Figure 1. Wiring heat map (run 1).
12 x 21 tiles, from dark purple (low) to yellow (high), scaled to the fullest tile. Values are wire area over tile area, all layers added.
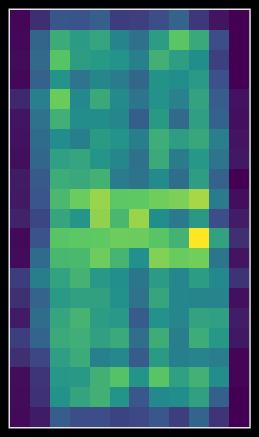
Figure 2. Placed standard cells (run 1).
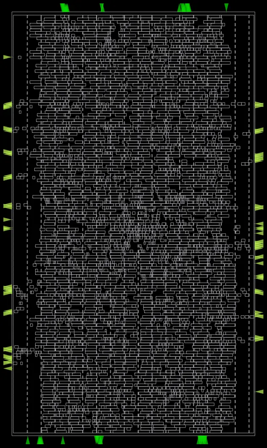
Figure 3. Layout detail (run 1).
Region (106, 196) to (136, 226) um. Cells in gray, sequential cells in the stronger gray; small squares are vias.
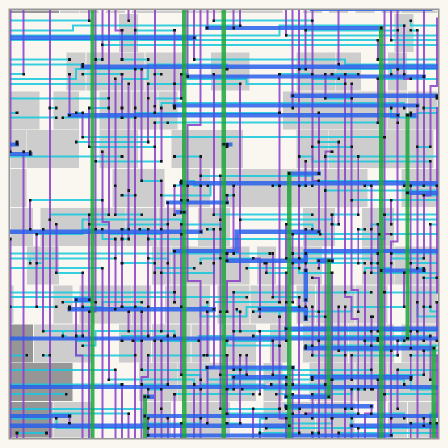
===== config.mk =====
export PLATFORM = sky130hd
export DESIGN_NAME = regfile_multiport
export DESIGN_NICKNAME = d
export VERILOG_FILES = /design/src/rtl/regfile_multiport.sv
export SDC_FILE = /design/constraint.sdc
export NUM_CORES = 1
export LEC_CHECK = 0
export CAP_MARGIN = 20
export CORE_ASPECT_RATIO = 1.75
export CORE_UTILIZATION = 50
export CTS_BUF_LIST = sky130_fd_sc_hd__clkbuf_8
export DETAILED_ROUTE_END_ITERATION = 8
export PLACE_DENSITY = 0.67
export REMOVE_ABC_BUFFERS = 1
export SLEW_MARGIN = 20
export SYNTH_ARGS = -nofsm -noshare
export SYNTH_HDL_FRONTEND = slang
export SYNTH_SLANG_ARGS = --single-unit

===== constraint.sdc =====
create_clock -name clk -period 7.97 [get_ports clk]
set_input_delay 1.9925 -clock clk [delete_from_list [all_inputs] [get_ports clk]]
set_output_delay 1.9925 -clock clk [all_outputs]
set_load 0.005 [all_outputs]

===== src/rtl/regfile_multiport.sv =====
// Parametrised multi-port register file with byte-enable writes, optional zero register,
// write-to-read bypass and a post-reset clear sweep that gates the ready flag.
module regfile_multiport #(
  parameter int word_length    = 32,
  parameter int num_registers  = 32,
  parameter int address_width  = 5,
  parameter int num_read_ports = 2,
  parameter int zero_register  = 1,
  parameter int bypass_enable  = 1
) (
  input  logic                                    clk,
  input  logic                                    reset_n,
  output logic                                    ready,
  input  logic [num_read_ports*address_width-1:0] read_address,
  output logic [num_read_ports*word_length-1:0]   data_out,
  input  logic                                    write_enable,
  input  logic [address_width-1:0]                write_address,
  input  logic [word_length/8-1:0]                byte_enable,
  input  logic [word_length-1:0]                  data_in
);

  localparam int num_bytes = word_length / 8;
  localparam logic [address_width:0]   num_regs_c   = (address_width + 1)'(num_registers);
  localparam logic [address_width-1:0] last_index_c = address_width'(num_registers - 1);
  localparam logic [address_width-1:0] zero_addr_c  = {address_width{1'b0}};
  localparam logic [address_width-1:0] one_addr_c   = address_width'(1);
  localparam logic [word_length-1:0]   zero_word_c  = {word_length{1'b0}};

  typedef enum logic [0:0] {
    ST_CLEAR = 1'b0,
    ST_RUN   = 1'b1
  } state_t;

  state_t                   state_r;
  state_t                   state_next_s;
  logic [address_width-1:0] clear_cnt_r;
  logic [address_width-1:0] clear_cnt_next_s;
  logic                     ready_r;
  logic                     ready_next_s;
  logic                     wr_legal_s;
  logic [word_length-1:0]   mem_r [num_registers];

  // Enabled bytes come from new_word, the rest keep old_word.
  function automatic logic [word_length-1:0] merge_bytes(
    input logic [word_length-1:0] old_word,
    input logic [word_length-1:0] new_word,
    input logic [num_bytes-1:0]   be
  );
    logic [word_length-1:0] merged;
    merged = old_word;
    for (int b = 0; b < num_bytes; b++) begin
      if (be[b]) begin
        merged[8*b +: 8] = new_word[8*b +: 8];
      end else begin
        merged[8*b +: 8] = old_word[8*b +: 8];
      end
    end
    return merged;
  endfunction

  // An address is live when it is in range and not the hardwired zero entry.
  function automatic logic addr_live(input logic [address_width-1:0] addr);
    logic in_range;
    logic is_zero_reg;
    in_range    = ({1'b0, addr} < num_regs_c);
    is_zero_reg = (zero_register != 32'sd0) && (addr == zero_addr_c);
    return in_range && !is_zero_reg;
  endfunction

  assign wr_legal_s = ready_r && write_enable && addr_live(write_address);
  assign ready      = ready_r;

  // Sweep/run state register.
  always_ff @(posedge clk or negedge reset_n) begin
    if (!reset_n) begin
      state_r     <= ST_CLEAR;
      clear_cnt_r <= zero_addr_c;
      ready_r     <= 1'b0;
    end else begin
      state_r     <= state_next_s;
      clear_cnt_r <= clear_cnt_next_s;
      ready_r     <= ready_next_s;
    end
  end

  // Sweep sequencing: the last entry is cleared on the same edge that enters RUN.
  always_comb begin
    state_next_s     = state_r;
    clear_cnt_next_s = clear_cnt_r;
    ready_next_s     = ready_r;
    case (state_r)
      ST_CLEAR: begin
        if (clear_cnt_r == last_index_c) begin
          state_next_s = ST_RUN;
          ready_next_s = 1'b1;
        end else begin
          clear_cnt_next_s = clear_cnt_r + one_addr_c;
          ready_next_s     = 1'b0;
        end
      end
      ST_RUN: begin
        ready_next_s = 1'b1;
      end
      default: begin
        state_next_s     = ST_CLEAR;
        clear_cnt_next_s = zero_addr_c;
        ready_next_s     = 1'b0;
      end
    endcase
  end

  // Storage: no reset here, contents are only ever zeroed by the sweep.
  always_ff @(posedge clk) begin
    if (state_r == ST_CLEAR) begin
      mem_r[clear_cnt_r] <= zero_word_c;
    end else if (wr_legal_s) begin
      mem_r[write_address] <= merge_bytes(mem_r[write_address], data_in, byte_enable);
    end
  end

  for (genvar p = 0; p < num_read_ports; p++) begin : g_read
    logic [address_width-1:0] ra_s;
    logic [word_length-1:0]   word_s;

    assign ra_s = read_address[p*address_width +: address_width];

    // Combinational read with optional same-cycle forwarding of a legal write.
    always_comb begin
      word_s = zero_word_c;
      if (ready_r && addr_live(ra_s)) begin
        if ((bypass_enable != 32'sd0) && wr_legal_s && (ra_s == write_address)) begin
          word_s = merge_bytes(mem_r[ra_s], data_in, byte_enable);
        end else begin
          word_s = mem_r[ra_s];
        end
      end else begin
        word_s = zero_word_c;
      end
    end

    assign data_out[p*word_length +: word_length] = word_s;
  end

endmodule


==> results.ini, run 1 <==
[outcome]
outcome = complete, no violations

[routing]
ant_nets = 0
avgRoutedWirePerCell_um = 32.6
num_vias = 31700
totalWireLength_mm = 150
detail_route.iter0.violations = 3637
post-route-drc-count = 0
drtPass1Iterations = 8
via_density = 6.89

[power]
internal_power_mw = 8.57
part_of_the_total_power_dissipated_in_combinational_logic = 0.097
netSwitchingPower_mw = 2.70
peak_vdd_ir_uv = 165
powerDensity_nw_per_um2 = 202
power.leakage_nw = 19.7
register_share_of_total_power = 0.531
overall_power_mw = 11.3
power.share.switching = 0.240
clock_power_share = 0.373

[worst_setup_path]
timing.critical_path.arrival_ps = 5330
worst_r2r_endpoint = mem_r[27][6]
cp_cell_sequence = buf_8, nor2b_4, buf_4, a221oi_1, o21ai_0, a31oi_1, o22a_1, clkdlybuf4s50_1
path_buffers = 3
start_kind = input pin
critical-path-max-stage-delay_ps = 1000
regToRegSetupSlack_ps = 3600
cp_data_required_time_ps = 5980
worstSetupStartpoint = read_address[1]
timing.critical_path.depth = 8
crit_family = buffers and inverters
critical_path_peak_fanout = 34
critical_path.endpoint_type = output pin
critical_path.slowest_cell = nor2b_4
rr_startpoint = ready
crit_end = data_out[16]
worst-setup-path-type = in -> out

[timing]
final_min_period_over_clock_period = 0.918
report.final.hold_viol_count = 0
setup_ws_ps = 651
fin_setup_tns_ps = 0
setup_repair_after_global_routing_missed_its_margin = no
finalSetupViolCount = 0
max_clock_skew_ps = 34.9
max_slew_margin = 0.196
tightestPinTransition_ps = 1200
timing.final.crit_period_ps = 7320
timing_max_transition_violations_final = 0
clock.fmax_ghz = 0.137
timing.hold.ws_ps = 669

[synth]
yosys_warnings = 0
yosys_register_bits = 1030
edf_count = 1024
average_size_of_a_mapped_cell_um2 = 16.4
synth_cells = 3074
synth_top_area_share = 0.610
netlist_top_cells_count = edfxtp_1, mux2i_1, mux4_2
yosysUniqueCellTypes = 63
ys_cells = 3074
top_area_cell = edfxtp_1
synth_sequential_area_ratio = 0.613
synth.yosys.chip_area_um2 = 50400
synthesis.area_um2 = 50400
yosys_most_used_dff = edfxtp_1
async_flop_share = 0.00583
synth_top_cell_by_count = edfxtp_1
synth.area.top_cells = edfxtp_1, mux4_2, mux2i_1

[cts]
clock_network_latency_to_the_later_pin_of_the_worst_skew_pair_ps = 830
clock_tree_from_tritoncts = done
post_cts_resized = 0
postCtsSetupRepairBufs = 0
clock_tree.buffer_depth = 3
cts_max_level = 4
cts_inserted_buffers = 144
cts_hold_buf = 0
cts.sinks = 1030
cts.clk_slew.worst_paths_ps = 70
cts_root_buffer = clkbuf_8

[finish]
num-multi-input-gates = 1772
syn2layout_area_growth_pct = 10.5
area.share.sequential = 0.555
combGateArea_um2 = 18200
number_of_diodes = 3
design_area_um2 = 55700
clkbuf_count = 157
layout.buffer.nonclock.area_share = 0.0368
final_util = 0.559
clock_tree_area_fraction = 0.0513
layout-drive-gt1-share = 0.211
num-fill-cells = 7592
nNonClkBuffers = 204
largest_cell_class = registers
finalNetCount = 3222
comb_area_share = 0.327
inverters_excl_clock = 14
regArea_um2 = 30900

[die]
fp.dieW_um = 242
chip_area_um2 = 102000
top_level_ports = 119
floorplan_utilization = 0.506
die_height_um = 422

[flow_run]
cap_violations = 0
warning_count = 26

[min_path]
holdPathStages = 1
hp-start = clear_cnt_r[2]
worstHoldPathType = reg -> reg
terminating_pin_of_the_worst_hold_path = clear_cnt_r[2]

[global_route]
grt_antenna_before_repair = 7
first_global_vias = 33400
grt.total_usage = 0.294
total_grt_overflow = 0
wire_length_of_the_first_global_routing_pass_mm = 219
grt_max_degree = 87

[placed_design]
dp_slack_ps = 785
placed_cells = 4337
hpwl_mm = 99.8
portbufs = 118
post_dp_cell_area_um2 = 52800
gp_congestion = 0.924

Notes on Figure 1 above:
tiles over half the peak: 42%
mean over tiles: 0.25
nearly empty tiles: 4.0%
densest ninth of the die: center
fullest tile: 0.59

Notes on Figure 2 above:
well tap count: 1,317
Finished Layout Cells: 4,596
Core Footprint: 99,700 um2
number of core rows: 153
flip-flops: 1,030

Notes on Figure 3 above:
| color | layer |
|---|---|
| green | M4 |
| cyan | M1 |
| purple | M2 |
| blue | M3 |
cells with their middle in the window: 75
sequential cells in the window: 0
most frequent: xor2_1 (10), nand2_1 (8)

run 1: power groups by stage:
stage | Sequential (mW) | Combinational (mW) | Clock [mW]
2_1_floorplan | 6.10 | 0.506 | 0
3_3_place_gp | 6.10 | 1.05 | 0
3_5_place_dp | 6.10 | 1.07 | 0
4_1_cts | 5.98 | 1.08 | 4.24
5_1_grt | 5.98 | 1.14 | 4.42
6_report | 5.98 | 1.09 | 4.20
run 1: state kept, by name, summed over array words and instances (netlist names):
register and flops:
mem_r 1024, clear_cnt_r 5, ready 1
run 1: layout by cell type, fill, tap and decap left out, types with 7 or more instances in the layout:
master / n
and3_1: 7
nand2_1: 96
o211ai_1: 32
o32ai_1: 18
mux2_2: 29
nor3_1: 29
a22o_1: 23
inv_1: 43
bufinv_16: 11
clkbuf_8: 157
buf_12: 18
a32oi_1: 31
a211o_1: 7
o31ai_1: 16
mux4_2: 333
nand2b_1: 34
and2_0: 7
a21oi_1: 59
o22a_1: 28
and2_1: 71
o221ai_1: 8
clkinv_1: 36
a221o_1: 28
xor2_1: 11
a31oi_1: 34
clkinv_2: 18
o21ai_0: 47
and2_2: 14
a221oi_1: 149
mux2i_1: 355
nor2_1: 153
nand3_1: 56
edfxtp_1: 1024
o22ai_1: 23
buf_4: 71
clkdlybuf4s50_1: 109
run 1: layer usage:
layer | up-vias | global-route usage | share of wire
met4 | 12 | 0.155 | 0.053
met2 | 1842 | 0.526 | 0.53
met3 | 532 | 0.0571 | 0.080
met5 | - | 0 | 0.00049
met1 | 16200 | 0.329 | 0.33
li1 | 13000 | - | -
run 1: cell families after synthesis:
family | share of synthesized area
DFF | 0.613
muxes | 0.226
AOI/OAI and AO/OA | 0.0814
and+or+nand+nor | 0.0489
buffers and inverters | 0.0283
xor gates and xnor gates | 0.00226
adders and majority gates | 0.000496
==> inputs of run 2 (changes only) <==
GPL_ROUTABILITY_DRIVEN = 0   (was default)
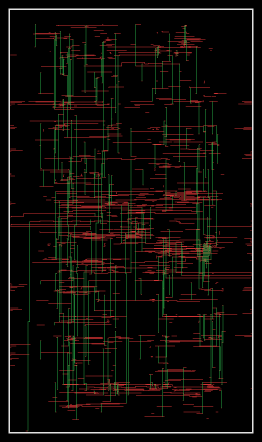
Figure 4: run 2, wiring by layer.
Scale: 1 px per um. Only two layers are drawn.
| color | layer | wire length |
|---|---|---|
| red | M3 | 12,000 um |
| green | M4 | 8,020 um |

==> results.ini, run 2 <==
[synth]
top_area_cell = edfxtp_1
synth_cells = 3074
synth.area.top_cells = edfxtp_1, mux4_2, mux2i_1
ys_cells = 3074
synth_top_area_share = 0.610
synth.yosys.chip_area_um2 = 50400
netlist_top_cells_count = edfxtp_1, mux2i_1, mux4_2
synthesis.area_um2 = 50400
async_flop_share = 0.00583
yosys_register_bits = 1030
synth_top_cell_by_count = edfxtp_1
yosysUniqueCellTypes = 63
edf_count = 1024
yosys_most_used_dff = edfxtp_1
synth_sequential_area_ratio = 0.613
average_size_of_a_mapped_cell_um2 = 16.4
yosys_warnings = 0

[die]
chip_area_um2 = 102000
top_level_ports = 119
floorplan_utilization = 0.506
num_rows = 153
core_area_um2 = 99700
die_height_um = 422
fp.dieW_um = 242

[timing]
setup_repair_after_global_routing_missed_its_margin = no
finalSetupViolCount = 0
report.final.hold_viol_count = 0
timing.final.crit_period_ps = 7320
timing_max_transition_violations_final = 0
clock.fmax_ghz = 0.137
final_min_period_over_clock_period = 0.918
max_clock_skew_ps = 34.9
fin_setup_tns_ps = 0
max_slew_margin = 0.196
tightestPinTransition_ps = 1200

[routing]
ant_nets = 0
via_density = 6.89
avgRoutedWirePerCell_um = 32.6
totalWireLength_mm = 150
drtPass1Iterations = 8
num_vias = 31700
post-route-drc-count = 0
detail_route.iter0.violations = 3637

[cts]
clock_tree_from_tritoncts = done
cts.sinks = 1030
cts_inserted_buffers = 144
cts.clk_slew.worst_paths_ps = 70
postCtsSetupRepairBufs = 0
cts_max_level = 4
cts_root_buffer = clkbuf_8
post_cts_resized = 0
clock_network_latency_to_the_later_pin_of_the_worst_skew_pair_ps = 830
clock_tree.buffer_depth = 3
cts_hold_buf = 0

[finish]
syn2layout_area_growth_pct = 10.5
design_area_um2 = 55700
layout_top_cells_excl_fill_tap = edfxtp_1, mux2i_1, mux4_2
layoutNonFillerInstCount = 4596
layout-drive-gt1-share = 0.211
finalNetCount = 3222
top_register = mem_r
final_common_cell = edfxtp_1
largest_reg_flops = 1024

[global_route]
total_grt_overflow = 0
grt_antenna_before_repair = 7
first_global_vias = 33400
grt.total_usage = 0.294
grt_max_degree = 87
wire_length_of_the_first_global_routing_pass_mm = 219

[worst_setup_path]
path_buffers = 3
critical_path.endpoint_type = output pin
worst-setup-path-type = in -> out
critical_path.slowest_cell = nor2b_4
regToRegSetupSlack_ps = 3600
crit_family = buffers and inverters
start_kind = input pin
timing.critical_path.arrival_ps = 5330
critical-path-max-stage-delay_ps = 1000
cp_cell_sequence = buf_8, nor2b_4, buf_4, a221oi_1, o21ai_0, a31oi_1, o22a_1, clkdlybuf4s50_1
cp_data_required_time_ps = 5980
critical_path_peak_fanout = 34

[power]
powerDensity_nw_per_um2 = 202
seq_cell_power_mw = 5.98
power.leakage_nw = 19.7
part_of_the_total_power_dissipated_in_combinational_logic = 0.097
register_share_of_total_power = 0.531
overall_power_mw = 11.3
top_power_group = sequential cells
clockNetworkPower_mw = 4.20
peak_vdd_ir_uv = 165
comb-power_mw = 1.09
power.share.switching = 0.240
clock_power_share = 0.373
netSwitchingPower_mw = 2.70
internal_power_mw = 8.57

[placed_design]
portbufs = 118
placed_cells = 4337
hpwl_mm = 99.8
post_dp_cell_area_um2 = 52800

[flow_run]
cap_violations = 0
warning_count = 25

[min_path]
worstHoldPathType = reg -> reg

[outcome]
outcome = complete, no violations

[run 2: worst paths after layout]
path	start	end	cells after the start
setup reg to reg	ready	mem_r[27][6]	6
hold / removal	clear_cnt_r[2]	clear_cnt_r[2]	1
setup / recovery	read_address[1]	data_out[16]	8
max in group asynchronous	reset_n	clear_cnt_r[1]	1
hold reg to reg	clear_cnt_r[2]	clear_cnt_r[2]	1
min in group asynchronous	reset_n	clear_cnt_r[3]	1
[run 2: final cells by class]
cell class                      instances  area, um2
Fill cell                            7592      44000
Sequential cell                      1030      30900
Multi-Input combinational cell       1772      18200
Clock buffer                          157       2160
Timing Repair Buffer                  204       2050
Tap cell                             1317       1650
Clock inverter                         99        696
Inverter                               14       55.1
Antenna cell                            3       7.51
[run 2: routing by layer]
metal | routed length [um] | GRT usage
met1 | 50000 | 0.329
met2 | 79900 | 0.526
met3 | 12000 | 0.0571
met4 | 8020 | 0.155
met5 | 73 | 0
[run 2: kinds of logic after synthesis]
| family | Yosys count | synth area share |
|---|---|---|
| AND-OR/OR-AND | 531 | 0.0814 |
| XOR/XNOR | 13 | 0.00226 |
| adder cells (fa/ha/maj) | 2 | 0.000496 |
| buffers and inverters | 272 | 0.0283 |
| flip-flops | 1030 | 0.613 |
| multiplexers | 718 | 0.226 |
| AND/OR/NAND/NOR | 508 | 0.0489 |
[run 2: metrics by stage]
| step | setup slack (ps) | hold slack (ps) | util |
|---|---|---|---|
| floorplan | 279 | 554 | - |
| global placement | 676 | 618 | 0.529 |
| detailed placement | 785 | 652 | 0.530 |
| CTS | 774 | 665 | 0.558 |
| global route | 667 | 696 | 0.559 |
| finish | 651 | 669 | 0.559 |
Power and IR drop assume default switching activity.
